==> src/rtl/barrel_pkg.sv <==
// -----------------------------------------------------------------------------
// barrel_pkg
// Shared encodings for the barrel shifter / normalizer datapath.
//   state_e : normalizer FSM states (IDLE, SHIFT)
//   DIR_*   : shift direction, common to barrel_shifter_logical and
//             barrel_normalizer_seq so sh_amt/dir can be fed straight back.
// -----------------------------------------------------------------------------
package barrel_pkg;

    typedef enum logic {
        ST_IDLE  = 1'b0,
        ST_SHIFT = 1'b1
    } state_e;

    localparam logic DIR_LEFT  = 1'b0;  // normalize toward MSB (leading zeros)
    localparam logic DIR_RIGHT = 1'b1;  // normalize toward LSB (trailing zeros)

endpackage

==> src/rtl/barrel_normalizer_seq_if.sv <==
// -----------------------------------------------------------------------------
// barrel_normalizer_seq_if
// Request/result bundle of the iterative normalizer.
//   start, din, dir              : request (master -> slave)
//   busy, done, dout, sh_amt, zero : status/result (slave -> master)
// Modports: master (requester), slave (normalizer).
// -----------------------------------------------------------------------------
interface barrel_normalizer_seq_if #(
    parameter int N  = 8,
    parameter int SW = $clog2(N)
);
    logic          start;
    logic [N-1:0]  din;
    logic          dir;
    logic          busy;
    logic          done;
    logic [N-1:0]  dout;
    logic [SW-1:0] sh_amt;
    logic          zero;

    modport master (
        output start, din, dir,
        input  busy, done, dout, sh_amt, zero
    );

    modport slave (
        input  start, din, dir,
        output busy, done, dout, sh_amt, zero
    );
endinterface

==> src/rtl/barrel_normalizer_seq.sv <==
// -----------------------------------------------------------------------------
// barrel_normalizer_seq
// Iterative normalizer: shifts a captured word one bit per cycle until the
// leading 1 reaches the MSB (dir=0) or the trailing 1 reaches the LSB (dir=1),
// then reports the normalized word and the number of positions shifted.
// Ports:
//   clk  : system clock, rising edge
//   rst  : synchronous active-high reset (discards any in-flight operation)
//   bus  : slave side of barrel_normalizer_seq_if
//          start/din/dir in; busy, done (1-cycle pulse), dout, sh_amt, zero out
// Results are held until the next done and are readable whenever busy=0.
// -----------------------------------------------------------------------------
module barrel_normalizer_seq
    import barrel_pkg::*;
#(
    parameter int N  = 8,
    parameter int SW = $clog2(N)
) (
    input  logic                     clk,
    input  logic                     rst,
    barrel_normalizer_seq_if.slave   bus
);

    state_e        state_q, state_d;
    logic [N-1:0]  sreg_q, sreg_d;
    logic [SW-1:0] cnt_q, cnt_d;
    logic          dreg_q, dreg_d;
    logic          busy_q, busy_d;
    logic          done_q, done_d;
    logic [N-1:0]  dout_q, dout_d;
    logic [SW-1:0] sh_q, sh_d;
    logic          zero_q, zero_d;

    // Bit that must be 1 for the word to count as normalized.
    logic tgt_bit;
    assign tgt_bit = (dreg_q == DIR_LEFT) ? sreg_q[N-1] : sreg_q[0];

    always_comb begin
        state_d = state_q;
        sreg_d  = sreg_q;
        cnt_d   = cnt_q;
        dreg_d  = dreg_q;
        busy_d  = busy_q;
        done_d  = 1'b0;
        dout_d  = dout_q;
        sh_d    = sh_q;
        zero_d  = zero_q;

        case (state_q)
            ST_IDLE: begin
                if (bus.start) begin
                    sreg_d  = bus.din;
                    cnt_d   = '0;
                    dreg_d  = bus.dir;
                    busy_d  = 1'b1;
                    state_d = ST_SHIFT;
                end
            end
            ST_SHIFT: begin
                // start is not looked at here: requests while busy are dropped.
                if (sreg_q == '0) begin
                    zero_d  = 1'b1;
                    dout_d  = '0;
                    sh_d    = '0;
                    done_d  = 1'b1;
                    busy_d  = 1'b0;
                    state_d = ST_IDLE;
                end else if (tgt_bit) begin
                    dout_d  = sreg_q;
                    sh_d    = cnt_q;
                    zero_d  = 1'b0;
                    done_d  = 1'b1;
                    busy_d  = 1'b0;
                    state_d = ST_IDLE;
                end else begin
                    // A nonzero word reaches its target within N-1 shifts,
                    // so cnt cannot wrap.
                    sreg_d = (dreg_q == DIR_LEFT) ? (sreg_q << 1) : (sreg_q >> 1);
                    cnt_d  = cnt_q + SW'(1);
                end
            end
            default: state_d = ST_IDLE;
        endcase
    end

    always_ff @(posedge clk) begin
        if (rst) begin
            state_q <= ST_IDLE;
            sreg_q  <= '0;
            cnt_q   <= '0;
            dreg_q  <= 1'b0;
            busy_q  <= 1'b0;
            done_q  <= 1'b0;
            dout_q  <= '0;
            sh_q    <= '0;
            zero_q  <= 1'b0;
        end else begin
            state_q <= state_d;
            sreg_q  <= sreg_d;
            cnt_q   <= cnt_d;
            dreg_q  <= dreg_d;
            busy_q  <= busy_d;
            done_q  <= done_d;
            dout_q  <= dout_d;
            sh_q    <= sh_d;
            zero_q  <= zero_d;
        end
    end

    assign bus.busy   = busy_q;
    assign bus.done   = done_q;
    assign bus.dout   = dout_q;
    assign bus.sh_amt = sh_q;
    assign bus.zero   = zero_q;

endmodule

==> src/flat_wrapper.sv <==
// flat-port wrapper written by rule: the top's interface ports become plain ports
module barrel_normalizer_seq_flat import barrel_pkg::*;
#(
    parameter int N  = 8,
    parameter int SW = $clog2(N)
)
  (clk, rst, bus_start, bus_din, bus_dir, bus_busy, bus_done, bus_dout, bus_sh_amt, bus_zero);
  barrel_normalizer_seq_if #(.N(N), .SW(SW)) bus_i ();
  input  logic clk;
  input  logic rst;
  input wire logic [$bits(bus_i.start)-1:0] bus_start;
  input wire logic [$bits(bus_i.din)-1:0] bus_din;
  input wire logic [$bits(bus_i.dir)-1:0] bus_dir;
  output wire logic [$bits(bus_i.busy)-1:0] bus_busy;
  output wire logic [$bits(bus_i.done)-1:0] bus_done;
  output wire logic [$bits(bus_i.dout)-1:0] bus_dout;
  output wire logic [$bits(bus_i.sh_amt)-1:0] bus_sh_amt;
  output wire logic [$bits(bus_i.zero)-1:0] bus_zero;
  assign bus_i.start = bus_start;
  assign bus_i.din = bus_din;
  assign bus_i.dir = bus_dir;
  assign bus_busy = bus_i.busy;
  assign bus_done = bus_i.done;
  assign bus_dout = bus_i.dout;
  assign bus_sh_amt = bus_i.sh_amt;
  assign bus_zero = bus_i.zero;
  barrel_normalizer_seq #(.N(N), .SW(SW)) u_core (.clk(clk), .rst(rst), .bus(bus_i));
endmodule
==> config.mk <==
export PLATFORM = sky130hd
export DESIGN_NAME = barrel_normalizer_seq_flat
export DESIGN_NICKNAME = d
export VERILOG_FILES = /design/src/rtl/barrel_pkg.sv /design/src/rtl/barrel_normalizer_seq_if.sv /design/src/rtl/barrel_normalizer_seq.sv /design/src/flat_wrapper.sv
export SDC_FILE = /design/constraint.sdc
export NUM_CORES = 1
export LEC_CHECK = 0
export CAP_MARGIN = 10
export CORE_MARGIN = 1.5
export CORE_UTILIZATION = 30
export DETAILED_ROUTE_END_ITERATION = 12
export GPL_ROUTABILITY_DRIVEN = 1
export PLACE_DENSITY = 0.59
export RECOVER_POWER = 25
export SETUP_SLACK_MARGIN = 0.3
export SLEW_MARGIN = 20
export SYNTH_ARGS = -nofsm -noshare
export SYNTH_HDL_FRONTEND = slang
export SYNTH_SLANG_ARGS = --single-unit
==> constraint.sdc <==
create_clock -name clk -period 2.4 [get_ports clk]
set_clock_uncertainty 0.2 [all_clocks]
set_input_delay 0.36 -clock clk [delete_from_list [all_inputs] [get_ports clk]]
set_output_delay 0.36 -clock clk [all_outputs]
set_load 0.1 [all_outputs]
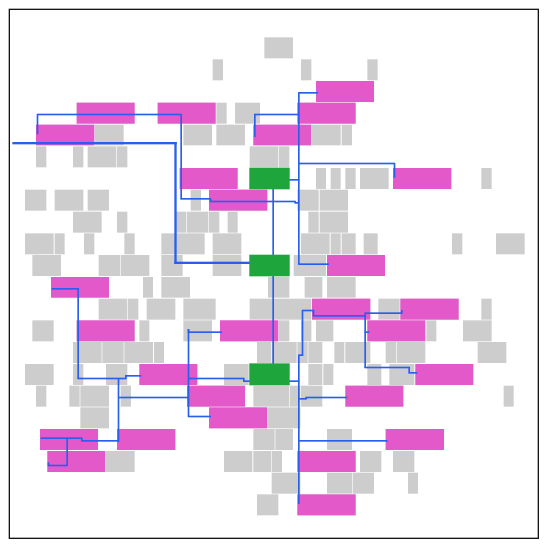
clock_wires.png
(8 px per um)
Key: flip-flops = magenta [count 27]; clock wires = blue [length 331 um]; clock-net drivers = green [count 3]
Position of the flops: all over the die.

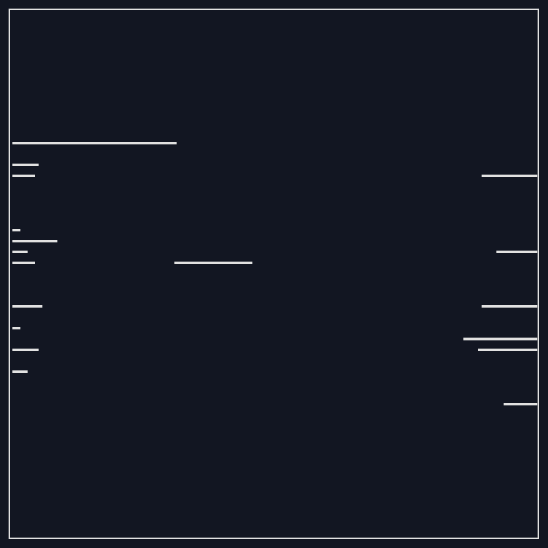
m3.png
(8 px per um)
The layer carries 92.2 um of wire. The layer holds 3.6% of the routed length.

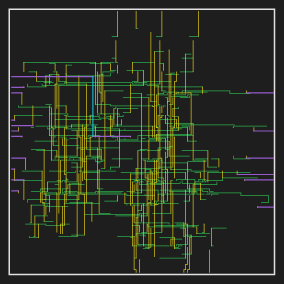
layers.png
(4 px per um)
Key: M2 = yellow [wire length 1200 um]; M4 = cyan [wire length 15.0 um]; M3 = purple [wire length 92.2 um]; M1 = green [wire length 1280 um]

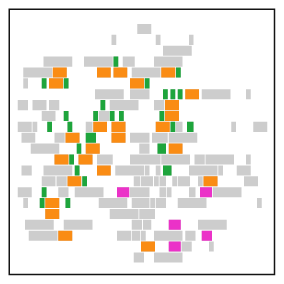
gates.png
(4 px per um)
Key: nand cells = green [cells 28]; mux cells = orange [cells 25]; non-inverting ao/oa cells = magenta [cells 5]

[final cells by class]
cell class | count | area [um^2] | area share, %
well taps | 48 | 60.1 | 4.05
clock inverters | 1 | 8.76 | 0.590
clock buffers | 3 | 41.3 | 2.78
multi-input cells | 87 | 611 | 41.1
repair buffers | 29 | 211 | 14.2
inverters | 3 | 11.3 | 0.759
flip-flops and latches | 27 | 541 | 36.4
[metrics by stage]
stage,util (%),hold WS (ps),power (uW),setup slack [ps],instances
floorplan,-,261,760,592,124
global placement,39.0,250,830,442,194
detailed placement,39.0,257,838,385,194
CTS,40.3,273,1110,356,198
global route,39.6,293,1160,307,198
finish,39.6,267,1110,338,198
[cell usage after synthesis, drive strengths merged, types with 2 or more instances]
master / n
dfxtp: 27
nor3: 2
nor2b: 2
inv: 3
buf: 2
a22o: 3
clkbuf: 5
nor2: 7
o211ai: 7
or4: 2
o21ai: 3
mux2i: 25
nand2: 25
[routing by layer]
metal	part of all wire (%)	track usage, %	routed length [um]	vias to the layer above
met3	3.6	2.04	92	2
met1	49	15.9	1280	436
met5	0	0	0	-
met4	0.54	5.36	14	0
met2	47	22.1	1200	17
li1	-	-	-	488
[report_power, final]
part           switching, uW  internal [uW]
registers               37.9            484
logic                    193            114
clock network            154            122
total                    385            720
[worst reg2reg max path, delay by kind of cell, from the launching register on]
kind,cells,cell delay [ps]
AND/OR/NAND/NOR,2,740
AND-OR/OR-AND,1,240
buffers and inverters,1,170
multiplexers,1,210
flip-flops,1,360
[final timing paths]
check | cells after the start | end
max | 1 | bus_dout[6]
min reg2reg | 2 | u_core.bus.dout[0]
min | 2 | u_core.bus.dout[0]
max reg2reg | 5 | u_core.sreg_q[1]
[timing repair]
item	in CTS	in global routing
endpoints found under the hold margin	0	0
endpoints found under the setup margin	0	4
gates resized	0	2
==> flow_metrics.tcl <==
# implementation run metrics
set metrics [dict create \
    grt_max_degree 26 \
    warning_count 26 \
    path_clk_slew_ps 110 \
    synthSimpleGateAreaFrac_pct 16.3 \
    cp-start-kind "flop" \
    worst_ep_required_time_ps 1840 \
    core_region_area_um2 3740 \
    vias_per_cell 4.76 \
    ys_sh_xor_pct 0.737 \
    status "finished, final reports clean" \
    min_from "u_core.bus.dout[0]" \
    first_pass_iters 4 \
    placed_area_um2 1460 \
    max-slew-margin-rel_pct 22.8 \
    maxCapViolations 0 \
    cts_buffers 3 \
    critPathLaunch "u_core.bus.dout[6]" \
    syn_area_um2 1190 \
    lay_top_cells "dfxtp_1 (27), mux2i_1 (25), nand2_1 (24)" \
    timing.final.crit_share_pct 85.9 \
    synth-edff-count 0 \
    post_cts_buffers 0 \
    drv_slew 0 \
    drc 0 \
    dpl.hpwl_mm 1.87 \
    vdd_ir_drop_max_uv 273 \
    end_kind "output pin" \
    layout_top_cell "dfxtp_1" \
    grt_pass1_wl_mm 4.32 \
    syn-instance-count 124 \
    setup_tns_ps 0 \
    ys_types 29 \
    cts_tree "built" \
    hold_viol_final 0 \
    io_pins 26 \
    cp_top_family "buffers and inverters" \
    hold_buffers 0 \
    drive_above_1_share_pct 11.3 \
    std_cell_rows 22 \
    yosys.area_share.aoi_pct 11.5 \
    syn_avg_cell_area_um2 9.59 \
]
Power and IR drop assume default switching activity.
